**Run 1: floorplan with the power grid**

Pins as bars on the die edge. Tap cells in grey.
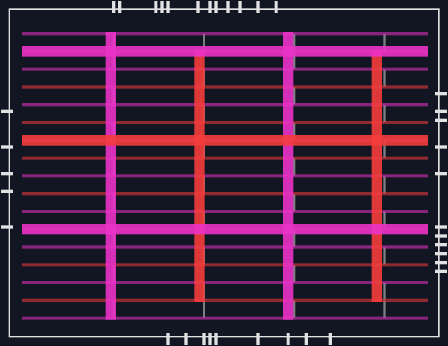
**Run 1: sequential cells grouped by signal name**

Other sequential cells in the stronger grey, the rest of the logic in the fainter grey.
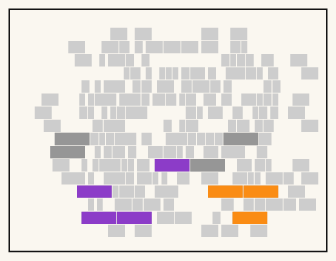
**Run 1: routed clock nets over the placement**

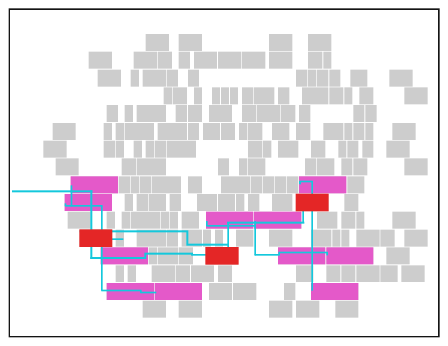
==> config.mk <==
export PLATFORM = sky130hd
export DESIGN_NAME = midori64_key_sched_ctrl
export DESIGN_NICKNAME = d
export VERILOG_FILES = /design/src/rtl/midori64_key_sched_ctrl.sv
export SDC_FILE = /design/constraint.sdc
export NUM_CORES = 1
export LEC_CHECK = 0
export CAP_MARGIN = 20
export CORE_ASPECT_RATIO = 0.75
export CORE_MARGIN = 1.5
export CORE_UTILIZATION = 36
export CTS_CLUSTER_DIAMETER = 50
export DETAILED_ROUTE_END_ITERATION = 10
export MAX_ROUTING_LAYER = met4
export PLACE_DENSITY = 0.75
export SLEW_MARGIN = 20
export SYNTH_ARGS = -nofsm -noshare
export SYNTH_HDL_FRONTEND = slang
export SYNTH_SLANG_ARGS = --single-unit
export TNS_END_PERCENT = 50
==> constraint.sdc <==
create_clock -name clk -period 4.3 [get_ports clk]
set_input_delay 0.86 -clock clk [delete_from_list [all_inputs] [get_ports clk]]
set_output_delay 0.86 -clock clk [all_outputs]
set_load 0.01 [all_outputs]
==> run summary, run 1 <==
run metrics: outcome=finished, final reports clean, H-tree depth=1, Worst Tran Pin Value=0.874 ns, fin crit share=81.2%, CP Max Fanout=13, Tool Warnings=33, biggest area cells=dfxtp_1, ha_1, a21oi_1, DR vias/cell=5.23, Chip Area, Yosys=0.00105 sq mm, post-route ant nets=0, Synth warnings=0, Fin Hold WS=0.464 ns, largest net degree at the start of global routing=30, share of layout cells above drive strength 1=2.25%, unrepaired setup endpoints after global routing=no, worst r2r path cells=3, total track usage=18.9%, Critical Path AT=2.63 ns, TritonCTS Buffers=3, Boundary Pins=37, P&R area growth vs syn=37.1%, Starting DRT DRC Count=130, Fillers=263, dominant cell type by area after synthesis=dfxtp_1, post-layout minimum cycle time=3.49 ns, instance tally after logic synthesis=152, Antenna Cells=0, Worst R2R Setup Slack=2.28 ns, Cell Count, Final, Fillers Out=214, Post-Route WL=2790 um, Num Clock Sinks=11, hpwl dp=2000 um, CTS Buffer Depth=2, Fmax=286 MHz, Unique cell types=35, vias in the first global route=985, vias=1119, Resize count post-CTS=0, initial antenna violation count=0, CP Class=reg2out, Setup TNS Final=0 ns, Worst setup EP type=output port, critical path cell sequence=inv_1 > ha_1 > nor2b_1 > or3_1 > a21oi_1 > clkdlybuf4s50_1, Min-Delay Path Class=reg2reg, Registers, synthesis=11, gpl congestion=0.852, Syn Nets=164, Mean Syn Cell Area=6.93 sq um, final hold violation count=0, Crit-path slowest cell=dfxtp_1, mean routed wirelength per cell=13.0 um, Leak Pwr=0.000519 uW, Post-route DRC=0, cts hold-fix bufs=0, Rel. slew slack=41.7%, die area=0.00326 sq mm, Worst path max stage delay=0.58 ns, MaxCap Viol Count=0, site row count=16, Cell Area, Synth=0.00105 sq mm, post-synth top area share=20.9%, FP Util=39.0%, first-pass detailed-route iteration total=4, postcts setup bufs=0, global route total overflow=0, Inst Count DP=210, final max-slew violation count=0, CP startpoint kind=register, final worst-path setup slack=0.808 ns, final setup vio count=0, number of cells in Yosys stat=152, pwr dens=183 mW/mm^2, Synth Seq Share=20.9%, Place WS=1.09 ns, IO Port Bufs=36, crit path DRT=3.44 ns, clock-pin slew of the registers on the worst-case setup and hold paths=0.04 ns, Root Driver=clkbuf_8, final net count=191, global-route wire length before repair=4680 um, CTS tree=yes, hold-critical path depth=1
About 'floorplan with the power grid':
Magenta is VSS. Red is VDD.
The core has 16 rows. 37 signal pins sit on the boundary.
Max VDD drop: 0.145 mV
height of the die: 49.9 um
chip width: 65.5 um
core area: 0.00270 sq mm

About 'sequential cells grouped by signal name':
Purple is cnt_r, sequential cells 4. Orange is state_dbg, sequential cells 3.
Another 4 sequential cells are not coloured.
fraction of area in registers: 15.3%
post-layout util: 53.4%
sequential power: 110 uW

About 'routed clock nets over the placement':
Red is clock-net drivers, count 3. Cyan is clock wires, length 165 um. Magenta is flip-flops, count 11.
There are 4 routed clock nets.
clock skew: 0.00353 ns
clk latency late pin: 0.24 ns
clock share of power: 38.6%

[run 1: cells in the final DEF (no fill, tap or decap), types with 2 or more instances in the layout]
master / netlist / final
nor3b_1: 3 / 3
nand3_1: 6 / 6
xnor2_1: 2 / 2
or3_1: 3 / 3
o21ai_0: 6 / 6
nor3_1: 4 / 4
ha_1: 9 / 9
nand2_1: 11 / 11
clkdlybuf4s50_1: 0 / 36
a211oi_1: 2 / 2
mux2i_1: 2 / 2
dfxtp_1: 11 / 11
a21oi_1: 17 / 17
a31oi_1: 2 / 2
and3b_1: 2 / 2
nor2b_1: 8 / 8
o211ai_1: 3 / 3
a211o_1: 2 / 2
inv_1: 6 / 6
and2_1: 4 / 4
o21a_1: 2 / 2
nand2b_1: 4 / 4
clkbuf_8: 0 / 3
nor2_1: 19 / 19
[run 1: layer usage]
layer	GRT usage (%)	routed length, um
met5	-	0
met4	3.13	10
met3	6.39	135
met2	27.2	1220
met1	26.1	1430
[run 1: Yosys cell counts, drive strengths merged]
master / instances
nor2: 19
mux2: 1
dfxtp: 11
nand2b: 4
buf: 4
nor3: 4
nand3: 6
ha: 9
inv: 6
o221ai: 1
nor3b: 3
a211oi: 2
a21oi: 17
or3b: 1
a211o: 2
o21a: 2
and3: 1
clkbuf: 10
nor2b: 8
or3: 3
o211ai: 3
a31oi: 2
nand4: 1
o21ai: 6
and3b: 2
xnor2: 2
xor2: 1
or4b: 1
or4: 1
o31ai: 1
mux2i: 2
and2: 4
nand2: 11
o22ai: 1
[run 1: logic make-up (layout without fill, tap and decap cells)]
logic type      Yosys count  after routing  synth area share [%]
simple gates             69             69                  34.2
compound gates           37             37                  20.9
mux                       3              3                  2.97
flops                    11             11                  20.9
xor+xnor                  3              3                  2.49
fa+ha+maj                 9              9                  10.7
buf+inv                  20             46                  7.84
[run 1: power breakdown]
| part | switching, uW | internal, uW | total (uW) |
|---|---|---|---|
| clock | 37.2 | 64.9 | 102 |
| combinational | 23.8 | 29.1 | 52.9 |
| sequential | 5.03 | 105 | 110 |
[run 1: metrics by stage]
step	util (%)	power, uW	cell area, sq um
floorplan	-	136	1050
global placement	51.8	164	1400
detailed placement	51.8	165	1400
CTS	53.4	268	1440
global route	53.4	281	1440
finish	53.4	265	1440
[run 1: final cells by class]
class	count	area (sq um)	area share, %
Sequential cell	11	220	15.3
Timing Repair Buffer	36	360	25.0
Tap cell	36	45.0	3.12
Multi-Input combinational cell	121	751	52.0
Clock buffer	4	45.0	3.12
Inverter	6	22.5	1.56
[run 1: worst max-delay path, delay by kind of cell, from the launching register on]
family / cells / cell delay, ns
simple gates: 2 / 0.46
fa+ha+maj: 1 / 0.43
buf+inv: 2 / 0.77
flops: 1 / 0.58
compound gates: 1 / 0.15
==> run 1 -> run 2 <==
- clock period: 4.3 -> 3.6 ns (I/O delays scaled with it)
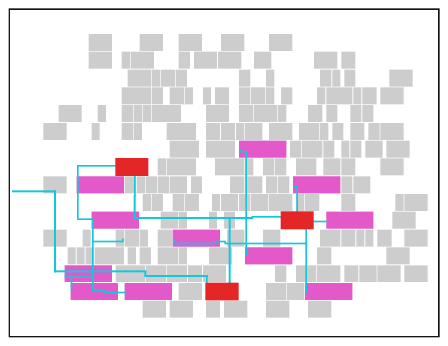
**Above:** run 2 (routed clock nets over the placement).
Magenta is flip-flops, count 11. Cyan is clock wires, length 197 um. Red is clock-net drivers, count 3.
There are 4 routed clock nets.
clk pwr: 126 uW
clock skew: 0.00558 ns
clock share of power: 39.2%

==> run summary, run 2 <==
run metrics: outcome=finished, final reports clean, core area=0.00270 sq mm, largest net degree at the start of global routing=27, Setup TNS Final=0 ns, TritonCTS Buffers=3, Unique cell types=35, vias=1117, clk latency late pin=0.24 ns, CP Max Fanout=13, Post-synth ARST share=0%, gpl congestion=0.828, Int Power=239 uW, post-layout minimum cycle time=3.33 ns, Worst Path Buf+Inv=2, Top cell excl fill/tap=clkdlybuf4s50_1, Leak Pwr=0.000530 uW, Antenna Cells=0, pwr dens=221 mW/mm^2, Post-route DRC=0, Max VDD drop=0.131 mV, Mean Syn Cell Area=6.93 sq um, initial antenna violation count=0, postcts setup bufs=0, die area=0.00326 sq mm, Tool Warnings=33, Chip Area, Yosys=0.00105 sq mm, Starting DRT DRC Count=135, Fillers=265, IO Port Bufs=36, H-tree depth=1, final net count=193, Fin Hold WS=0.463 ns, Cell Count, Final, Fillers Out=216, Syn Nets=164, Worst setup EP type=output port, cts hold-fix bufs=0, first-pass detailed-route iteration total=4, Net Sw Power=83.2 uW, critical path cell sequence=inv_1 > ha_1 > nor2b_1 > or3_1 > a21oi_1 > clkdlybuf4s50_1, Placed Area=0.00141 sq mm, Cell Area, Synth=0.00105 sq mm, instance tally after logic synthesis=152, global route total overflow=0, CP Class=reg2out, final setup vio count=0, Post-Route WL=2760 um, Root Driver=clkbuf_8, vias in the first global route=986, Worst R2R Setup Slack=1.79 ns, mean routed wirelength per cell=12.8 um, Num Clock Sinks=11, MaxCap Viol Count=0, Boundary Pins=37, FP Util=39.0%, Synth Seq Share=20.9%, top-count cell post-synth=nor2_1, Top cells excl fill/tap=clkdlybuf4s50_1, nor2_1, a21oi_1, CTS Buffer Depth=2, Registers, synthesis=11, Resize count post-CTS=0, clock-pin slew of the registers on the worst-case setup and hold paths=0.05 ns, final hold violation count=0, hold-critical path depth=1, Combinational Power Share=20.1%, unrepaired setup endpoints after global routing=no, crit path DRT=2.88 ns
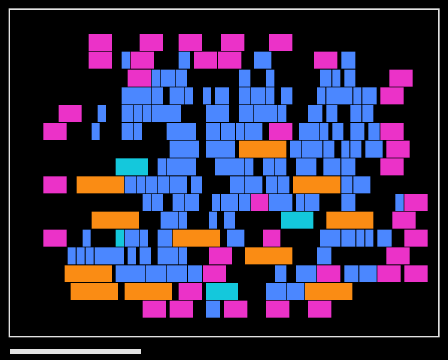
**Above:** run 2 (cells coloured by class).
Scale bar: 20 um.
Blue is remaining logic cells, cells 127, share of their area 55%. Cyan is clock drivers and dummy loads, cells 4, share of their area 3.2%. Magenta is remaining buffers and delay cells, cells 38, share of their area 27%. Orange is registers, cells 11, share of their area 16%.
site row count: 16
Final Cell Area: 0.00146 sq mm

[run 2: per-layer routing]
metal / GRT usage, % / vias to the layer above / share of wire [%]
met5: - / - / 0
met4: 5.21 / 0 / 0.83
met3: 5.48 / 4 / 6.1
met2: 25.9 / 36 / 42
met1: 28.7 / 503 / 51
li1: - / 574 / -
[run 2: layout make-up]
class	instances	area (sq um)	area share, %
Inverter	6	22.5	1.54
Sequential cell	11	220	15.1
Multi-Input combinational cell	121	751	51.5
Timing Repair Buffer	38	375	25.7
Clock buffer	4	45.0	3.09
Tap cell	36	45.0	3.09
[run 2: kinds of logic after synthesis]
| logic type | synth area share [%] |
|---|---|
| xor+xnor | 2.49 |
| simple gates | 34.2 |
| buf+inv | 7.84 |
| mux | 2.97 |
| compound gates | 20.9 |
| fa+ha+maj | 10.7 |
| flops | 20.9 |
[run 2: stage by stage]
stage	setup slack, ns	utilization, %
floorplan	1.09	-
global placement	0.609	52.3
detailed placement	0.538	52.3
CTS	0.265	54.0
global route	0.0505	54.0
finish	0.265	54.0
[run 2: power by group through the flow]
| stage | logic, uW | clock network, uW | registers, uW |
|---|---|---|---|
| final | 64.9 | 126 | 131 |
| after global routing | 70.4 | 139 | 132 |
| after detailed placement | 65.2 | 0 | 133 |
| after global placement | 64.9 | 0 | 133 |
| after CTS | 65.7 | 131 | 131 |
| after floorplan | 30.8 | 0 | 131 |
Power is estimated from default activity; no workload was simulated.
